==> src/rtl/gand16.sv <==
// gand16: registered bitwise AND of two operands, with zero / all-ones /
// population-count status flags computed from the same AND term.
//
// Handshake: in_valid qualifies a and b for exactly the cycle it is high.
// There is no ready, and the block never stalls. Every accepted pair yields
// out_valid=1 on the next cycle. y and the flags hold their last values while
// out_valid=0, and each new result overwrites them.
module gand16 #(
   parameter int WIDTH = 16,
   parameter int CNT_W = $clog2(WIDTH + 1)
) (
   input  logic             clk,
   input  logic             rst,
   input  logic             in_valid,
   input  logic [WIDTH-1:0] a,
   input  logic [WIDTH-1:0] b,
   output logic [WIDTH-1:0] y,
   output logic             out_valid,
   output logic             zero,
   output logic             ones,
   output logic [CNT_W-1:0] popcnt
);

   logic [WIDTH-1:0] and_w;
   logic [CNT_W-1:0] pop_w;

   // One shared AND term feeds the result and every flag, so they always agree
   assign and_w = a & b;

   // Count the set bits of the AND term
   always_comb begin
      pop_w = '0;
      for (int i = 0; i < WIDTH; i++) begin
         pop_w = pop_w + CNT_W'(and_w[i]);
      end
   end

   // Capture the result on compute edges. Outside those edges, hold it and
   // drop out_valid.
   always_ff @(posedge clk) begin
      if (rst) begin
         y         <= '0;
         out_valid <= 1'b0;
         zero      <= 1'b1;
         ones      <= 1'b0;
         popcnt    <= '0;
      end else if (in_valid) begin
         y         <= and_w;
         out_valid <= 1'b1;
         zero      <= ~|and_w;
         ones      <= &and_w;
         popcnt    <= pop_w;
      end else begin
         out_valid <= 1'b0;
      end
   end

endmodule

==> config.mk <==
export PLATFORM = sky130hd
export DESIGN_NAME = gand16
export DESIGN_NICKNAME = d
export VERILOG_FILES = /design/src/rtl/gand16.sv
export SDC_FILE = /design/constraint.sdc
export NUM_CORES = 1
export LEC_CHECK = 0
export CAP_MARGIN = 40
export CORE_UTILIZATION = 44
export CTS_BUF_LIST = sky130_fd_sc_hd__clkbuf_8
export CTS_CLUSTER_SIZE = 10
export DETAILED_ROUTE_END_ITERATION = 8
export GPL_TIMING_DRIVEN = 0
export HOLD_SLACK_MARGIN = 0.02
export PLACE_DENSITY = 0.84
export SLEW_MARGIN = 40
export SYNTH_ARGS = -nofsm -noshare
export SYNTH_HDL_FRONTEND = slang
export SYNTH_SLANG_ARGS = --single-unit
export TNS_END_PERCENT = 30
==> constraint.sdc <==
create_clock -name clk -period 4.5 [get_ports clk]
set_input_delay 0.9 -clock clk [delete_from_list [all_inputs] [get_ports clk]]
set_output_delay 0.9 -clock clk [all_outputs]
set_load 0.01 [all_outputs]
==> changes_impl.md, run 1 <==
### Physical design

* Worst reg2reg path startpoint: popcnt[3]
* Clock transition at path regs at 0.08 ns
* First-pass GRT wire length at between 5000 and 6000 microns
* Syn_area_per_cell at 9.05 sq um
* Status: finished, final reports clean
* Power Clock at 0.000126 W
* Worst reg-to-reg setup slack at 3.69 ns
* Critical path peak fanout at 3
* Commonest Layout Cell: clkdlybuf4s50_1
* Antenna violations before repair at 0
* GRT met3 Usage at 3.57%
* Logic area at between 800 and 900 sq um
* Layout non-clock buf frac at 28.5%
* Root Buffer: clkbuf_8
* Number of global-route vias before repair at 1267
* Post-synth EDFFs at 0
* Synth Area in Adders at 20.6%
* Top routing layer in use: met4
* Fmax at 229 MHz
* Aoi share at about 6.4%
* Distinct lib cells used at 26
* Final Max Tran Viols at 0
* Dominant Register Cell: dfxtp_1
* Inserted Clock Buffers at 3
* Crit-path cells: clkdlybuf4s50_1, and2_4, fa_1, fa_1, inv_1, fa_1, fa_1, inv_1, ha_2, inv_1, fa_2, nor2b_1, nor3_1, a21oi_1, nor2_1
* Placed Cells incl. Taps at about 250
* Area leader share at around a third
* Via density at about 5.0
* Top logic family: simple AND/OR/NAND/NOR gates
* Core outline area at about 3000 sq um
* Final core occ at between 60% and 70%
* # Cells Yosys at roughly 150
* Syn Nets at slightly above 200
* Largest net degree at the start of global routing at 13
* Setup CP Type: in2reg
* DR vias at 1275
* Die H at 58.3 microns
* Biggest regs: y: 16 flops, popcnt: 5 flops
* Worst r2r path cells at 2
[run 1: per-stage QoR]
| step | setup TNS, ns | total power, W | worst slack (ns) |
|---|---|---|---|
| final | 0 | 0.000611 | 0.132 |
| after global routing | -0.0282 | 0.000650 | -0.0282 |
| after CTS | 0 | 0.000601 | 0.0409 |
| after detailed placement | -0.735 | 0.000475 | -0.232 |
| after global placement | -0.492 | 0.000463 | -0.171 |
| after floorplan | 0 | 0.000380 | 0.392 |
[run 1: what timing repair did]
action                                 CTS  global route
endpoints found under the hold margin    0             0
gates resized                            0             9
setup buffers                            0             0
setup endpoints to repair                0             3
[run 1: worst max-delay path: cells and delay by family]
kind	cells	cell delay, ns
adders and majority gates	6	2.45
buffers and inverters	4	0.61
and+or+nand+nor	4	0.56
AOI/OAI and AO/OA	1	0.06
Run 1, supply network:
The bar under the picture is 20 microns long. Pins as bars on the die edge.
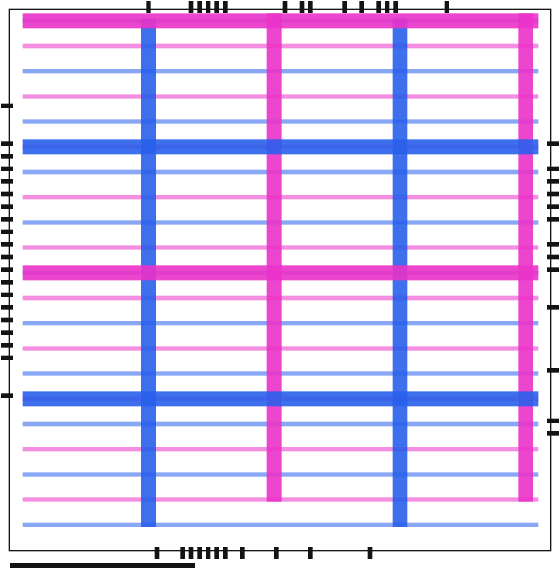
- blue: VSS
- magenta: VDD
- rows: 20
- signal pins: 59

Run 1, placement by cell class:
The bar under the picture is 20 microns long.
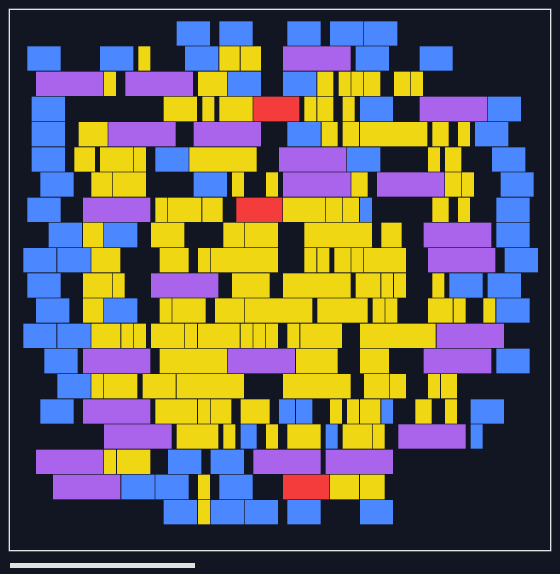
- blue: remaining buffers and delay cells (cells 63; share of their area 29%)
- red: clock drivers (cells 3; share of their area 2.0%)
- yellow: combinational and other logic (cells 123; share of their area 45%)
- purple: sequential cells (cells 24; share of their area 24%)

Run 1, clock distribution:
The bar under the picture is 20 microns long.
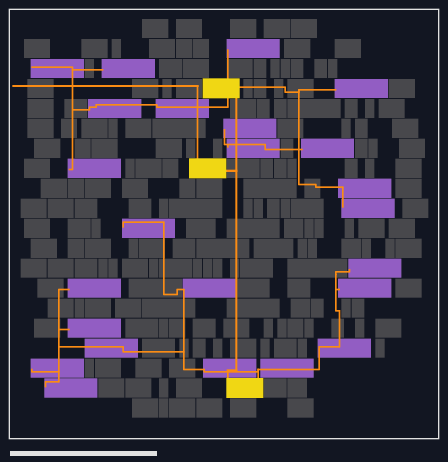
- orange: clock wires (length 301 microns)
- yellow: clock drivers (count 3)
- purple: flip-flops (count 24)
- flops lie: spread over the die

Run 1, metal layers overlaid:
Only two layers are drawn.
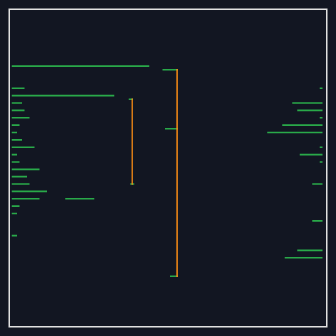
- orange: metal 4 (wire length 53.7 microns)
- green: metal 3 (wire length 143 microns)

--- run 2 (diff from run 1) ---
--- a/config.mk
+++ b/config.mk
@@ -5,10 +5,9 @@
 export SDC_FILE = /design/constraint.sdc
 export NUM_CORES = 1
 export LEC_CHECK = 0
-export CAP_MARGIN = 40
 export CORE_UTILIZATION = 44
 export CTS_BUF_LIST = sky130_fd_sc_hd__clkbuf_8
-export CTS_CLUSTER_SIZE = 10
+export CTS_CLUSTER_SIZE = 8
 export DETAILED_ROUTE_END_ITERATION = 8
 export GPL_TIMING_DRIVEN = 0
 export HOLD_SLACK_MARGIN = 0.02
Run 2, clock distribution:
The bar under the picture is 20 microns long.
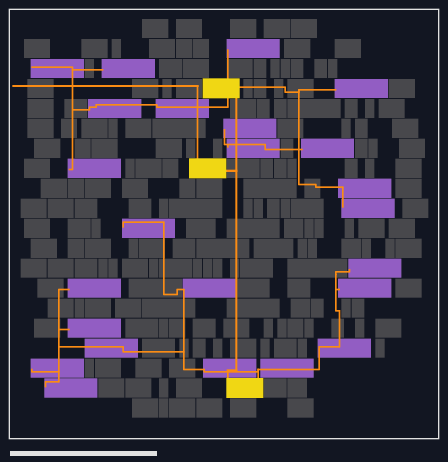
- yellow: clock drivers (count 3)
- orange: clock wires (length 301 microns)
- purple: flip-flops (count 24)
- flops lie: spread over the die
- routed clock nets: 4

==> run 2 against run 1 <==
Via count unchanged. Global-route usage unchanged. Final cell count is the same. Clock skew stayed put. Routed wire length did not move. Critical path depth unchanged. Combinational power hardly changed. Core utilization did not move. Die area unchanged. Flip-flop count unchanged.
==> changes_impl.md, run 2 <==
### Physical design

* Inserted Clock Buffers at 3
* Status: finished, final reports clean
* Worst r2r path cells at 2
* Fin Setup TNS at 0 ns
* Die H at around 58 microns
* Top logic family: simple AND/OR/NAND/NOR gates
* Sequential share of cell area at 23.2%
* Final Max Tran Viols at 0
* Post-synth EDFFs at 0
* Setup CP Type: in2reg
* WP buf/inv at 4
* Dominant Register Cell: dfxtp_1
* Final WS setup at 0.132 ns
* Syn_area_per_cell at a little over 9 sq um
* Distinct lib cells used at 26
* Fmax at 229 MHz
* Pre-CTS setup slack at -0.232 ns
* Root Buffer: clkbuf_8
* GRT met3 Usage at 3.57%
* Critical path peak fanout at 3
* DR vias at around 1300
* Final core occ at 68.5%
* Via density at 4.96
* Core outline area at about 3000 sq um
* CP delay by family, top: adder cells
* Layout non-clock buf frac at 28.5%
* Commonest Layout Cell: clkdlybuf4s50_1
* Area leader share at 34.5%
* Biggest regs: y: 16 flops, popcnt: 5 flops
* Post_cts resized at 0
* Logic area at 851 sq um
* First-pass GRT wire length at ~5300 microns
* Worst path depth at 15
* Flip-flop count of the largest register after layout at 16
* Largest net degree at the start of global routing at 13
* CP Launch Type: primary input
* Power Clock at about 0.00013 W
* # Cells Yosys at between 150 and 200
* Worst reg2reg path startpoint: popcnt[3]
* Clock transition at path regs at 0.08 ns
* Placed Cells incl. Taps at 254
* Syn Nets at 206
* Synth Area in Adders at between 20% and 30%
* Antenna violations before repair at 0
==> run 2: cell counts after synthesis <==
Identical to the previous run, type by type.
==> run 2: metal layers <==
| layer | vias up | wire length, microns |
|---|---|---|
| met1 | 599 | 1330 |
| met5 | - | 0 |
| met3 | 5 | 142 |
| met4 | 0 | 53 |
| met2 | 40 | 1740 |
| li1 | 631 | - |
==> run 2: path summary, 6_finish.rpt <==
kind               end  slack [ns]
min          popcnt[4]        0.47
min reg2reg  popcnt[4]        0.47
max          popcnt[2]        0.13
max reg2reg  popcnt[3]        3.69
==> run 2: through the flow <==
stage	hold slack [ns]	instance area (sq um)
floorplan	0.486	1390
global placement	0.450	2010
detailed placement	0.455	2010
CTS	0.465	2050
global route	0.488	2070
finish	0.466	2070
--- run 3 (diff from run 2) ---
--- a/config.mk
+++ b/config.mk
@@ -12,6 +12,7 @@
 export GPL_TIMING_DRIVEN = 0
 export HOLD_SLACK_MARGIN = 0.02
 export PLACE_DENSITY = 0.84
+export RECOVER_POWER = 25
 export SLEW_MARGIN = 40
 export SYNTH_ARGS = -nofsm -noshare
 export SYNTH_HDL_FRONTEND = slang
Run 3, clock distribution:
The bar under the picture is 20 microns long.
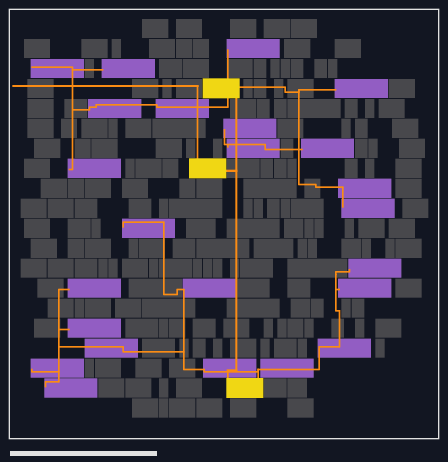
- orange: clock wires (length 301 microns)
- yellow: clock drivers (count 3)
- purple: flip-flops (count 24)
- routed clock nets: 4
- flops lie: spread over the die

==> run 3 against run 2 <==
Non-clock buffer count unchanged. Largest power group unchanged. Highest routed layer unchanged. Global-route usage unchanged. Critical endpoint unchanged. Core utilization is the same. Clock power about the same. Via count did not move. Power stayed put.
==> changes_impl.md, run 3 <==
### Physical design

* Setup CP Type: in2reg
* Top logic family: simple AND/OR/NAND/NOR gates
* Core outline area at 3030 sq um
* Final WS setup at 0.132 ns
* Worst r2r dst: popcnt[3]
* WP buf/inv at 4
* Worst reg-to-reg setup slack at 3.69 ns
* Logic area at 851 sq um
* Status: finished, final reports clean
* Final Max Tran Viols at 0
* Commonest Layout Cell: clkdlybuf4s50_1
* Sequential share of cell area at between 20% and 30%
* Worst r2r path cells at 2
* Top routing layer in use: met4
* Met2 WL post-DR at roughly 1700 microns
* # Cells Yosys at roughly 150
* Clock transition at path regs at 0.08 ns
* Worst reg2reg path startpoint: popcnt[3]
* Design area at ~2100 sq um
* Worst path depth at 15
* Number of global-route vias before repair at 1267
* DR vias at ~1300
* Dominant Register Cell: dfxtp_1
* Met3 routed WL at 142 microns
* Placed Area at 2010 sq um
* Post_cts resized at 0
* Die H at 58.3 microns
* Fin Setup TNS at 0 ns
* Biggest regs: y: 16 flops, popcnt: 5 flops
* Pre-CTS setup slack at -0.232 ns
* Area leader share at 34.5%
-- run 3: cell counts in the layout (fill, tap and decap cells not counted) --
Identical to the previous run, type by type.
-- run 3: cells by family after synthesis --
group	count (synthesis)
AOI/OAI and AO/OA	14
adders and majority gates	17
buffers and inverters	22
DFF	24
muxes	13
and+or+nand+nor	64
-- run 3: report_power, final --
part           internal (W)  switching [W]  total, W
Sequential         0.000228     0.00000744  0.000236
Clock             0.0000600      0.0000662  0.000126
Combinational      0.000130       0.000118  0.000248
Total              0.000419       0.000192  0.000611
-- run 3: worst min-delay path by stage --
stage	startpoint	to	cells after the start
floorplan	ones	ones	2
global placement	popcnt[4]	popcnt[4]	2
detailed placement	popcnt[4]	popcnt[4]	2
CTS	popcnt[4]	popcnt[4]	2
global route	y[14]	y[14]	2
finish	popcnt[4]	popcnt[4]	2
Power is estimated from default activity; no workload was simulated.
